Figure 1. Floorplan with the power grid.
Scale bar: 20 um. Pins as bars on the die edge.
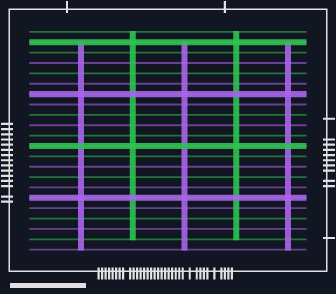
Figure 2. Placement by cell class.
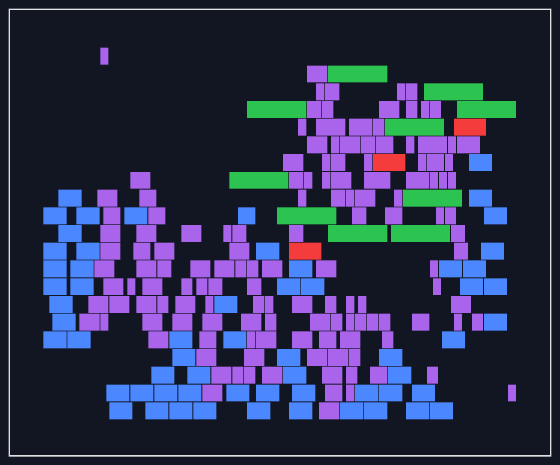
Figure 3. Clock wires, drivers and flops.
Scale bar: 20 um.
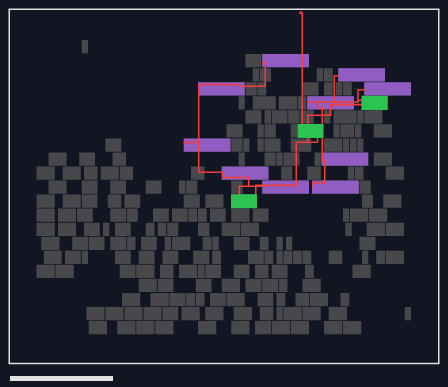
Figure 4. Routed metal, one colour a layer.
Scale bar: 20 um.
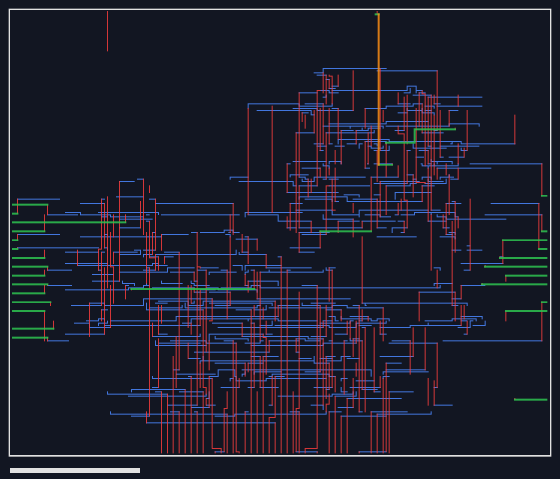
Design hazard_ctrl, sky130hd; sources not shown.
==> CHANGELOG.md <==
## Flow update

* Top cells by count: 24 x xnor2_1, 23 x xor2_1, 20 x nand2_1, 11 x nand3_1
* Average instance area after synthesis at approximately 7.7 um^2
* Initial antenna violation count at 0
* DR WL met3 at roughly 170 um
* Met3 Use GR at 0.02166
* I/O Pins at 62
* Placed instance count at between 200 and 300
* CTS Buf Count at 3
* Fp_density at 0.2969
* Power density over cell area at ~220 nW/um^2
* Biggest area cells: dfrtp_1 20%, xnor2_1 17%, xor2_1 16%
* Clock root buffer: clkbuf_8
* Crit Path Max Fanout at 5
* Internal power at just under 300 uW
* HP Class: flop to flop
* Flop pwr share at 0.306
* Yosys cell count at 161
* Final Non-Filler Cells at between 200 and 300
* Final clock-cell share at 0.02194
* Power of the sequential group at 127 uW
* Final worst setup slack at ~330 ps
* Hpwl dp at approximately 3.1 mm
* Placement Cell Area at ~1800 um^2
* Iteration tally of the first detailed-router pass at 4
* Most used routing layer: met2
* Max reg flops at 8
* Delay-heaviest family, CP: buffers and inverters
* Distinct cells, synth at 34
* Post-synthesis sequential area ratio at 0.2030
* Status: complete, no violations
* GPL Wtd Cong at between 0.7 and 0.8
* GR Layer Usage met2 at 0.2190
* # clk buffers at 3
* Worst R2R Setup Slack at 1150 ps
* OpenROAD warnings at 27
* Final nets at ~260
* Top power group: combinational logic
* Sw Pwr at 116.1 uW
* Worst Hold Depth at 2
* Multi-input gate area at 902.1 um^2
* Critical path class: primary input to output port
* Final count of negative-setup-slack endpoints at 0
* Register area at roughly 250 um^2
* Cts hold-fix bufs at 0
* Switching share of power at 0.2800
* Bufs w/o clock at about 60
* Total chip power at just over 400 uW
* Most frequent cells in the layout: 59 x clkdlybuf4s50_1, 24 x xnor2_1, 23 x xor2_1
* Area leader, netlist: dfrtp_1
* Adder-Cell Fraction of Synth Area at 0.02030
* Syn Inst Count at roughly 160
* Asr flop ratio synth at 1.000
* Lkg Pwr at 0.6737 nW
* Overflow after GRT at 0
* Buffers and inverters on the worst path at 2
* XORs/XNORs by Area at 0.3340
* Comb group at 156 uW
* Vias per cell at around 4.6
* Final hold viol count at 0
* Grt met1 use at 0.1766
* Clock Path Buffers at 2
* Fraction of area in multi-input gates at 0.4794
* Cell area after synthesis at between 1000 and 1500 um^2
* Synth Flop Type: dfrtp_1
About Figure 1:
| net | colour |
|---|---|
| VSS | purple |
| VDD | green |
met1 rails: 22
signal pins: 62
rows: 21
VDD IR max: 0.1816 mV
die width: 82.89 um

About Figure 2:
| class | colour | cells | share of their area |
|---|---|---|---|
| all other logic | purple | 140 | 51% |
| other buffers and delay cells | blue | 60 | 33% |
| cells driving clock nets | red | 3 | 2.3% |
| flip-flops | green | 10 | 14% |
Final Util: 0.4533
# rows: 21
core area: 4151 um^2
fin area: 1882 um^2

About Figure 3:
[cells driving clock nets] green | count: 3
[clock wires] red | length: 182 um
[flip-flops] purple | count: 10
routed clock nets: 4
clock-net power: 132 uW
clk latency late pin: 240 ps

About Figure 4:
| layer | colour | wire length |
|---|---|---|
| met2 | red | 1570 um |
| met3 | green | 172 um |
| met1 | blue | 1780 um |
| met4 | orange | 23.1 um |
routed vias: 1245
gr usage total: 0.1303

Power is estimated from default activity; no workload was simulated.
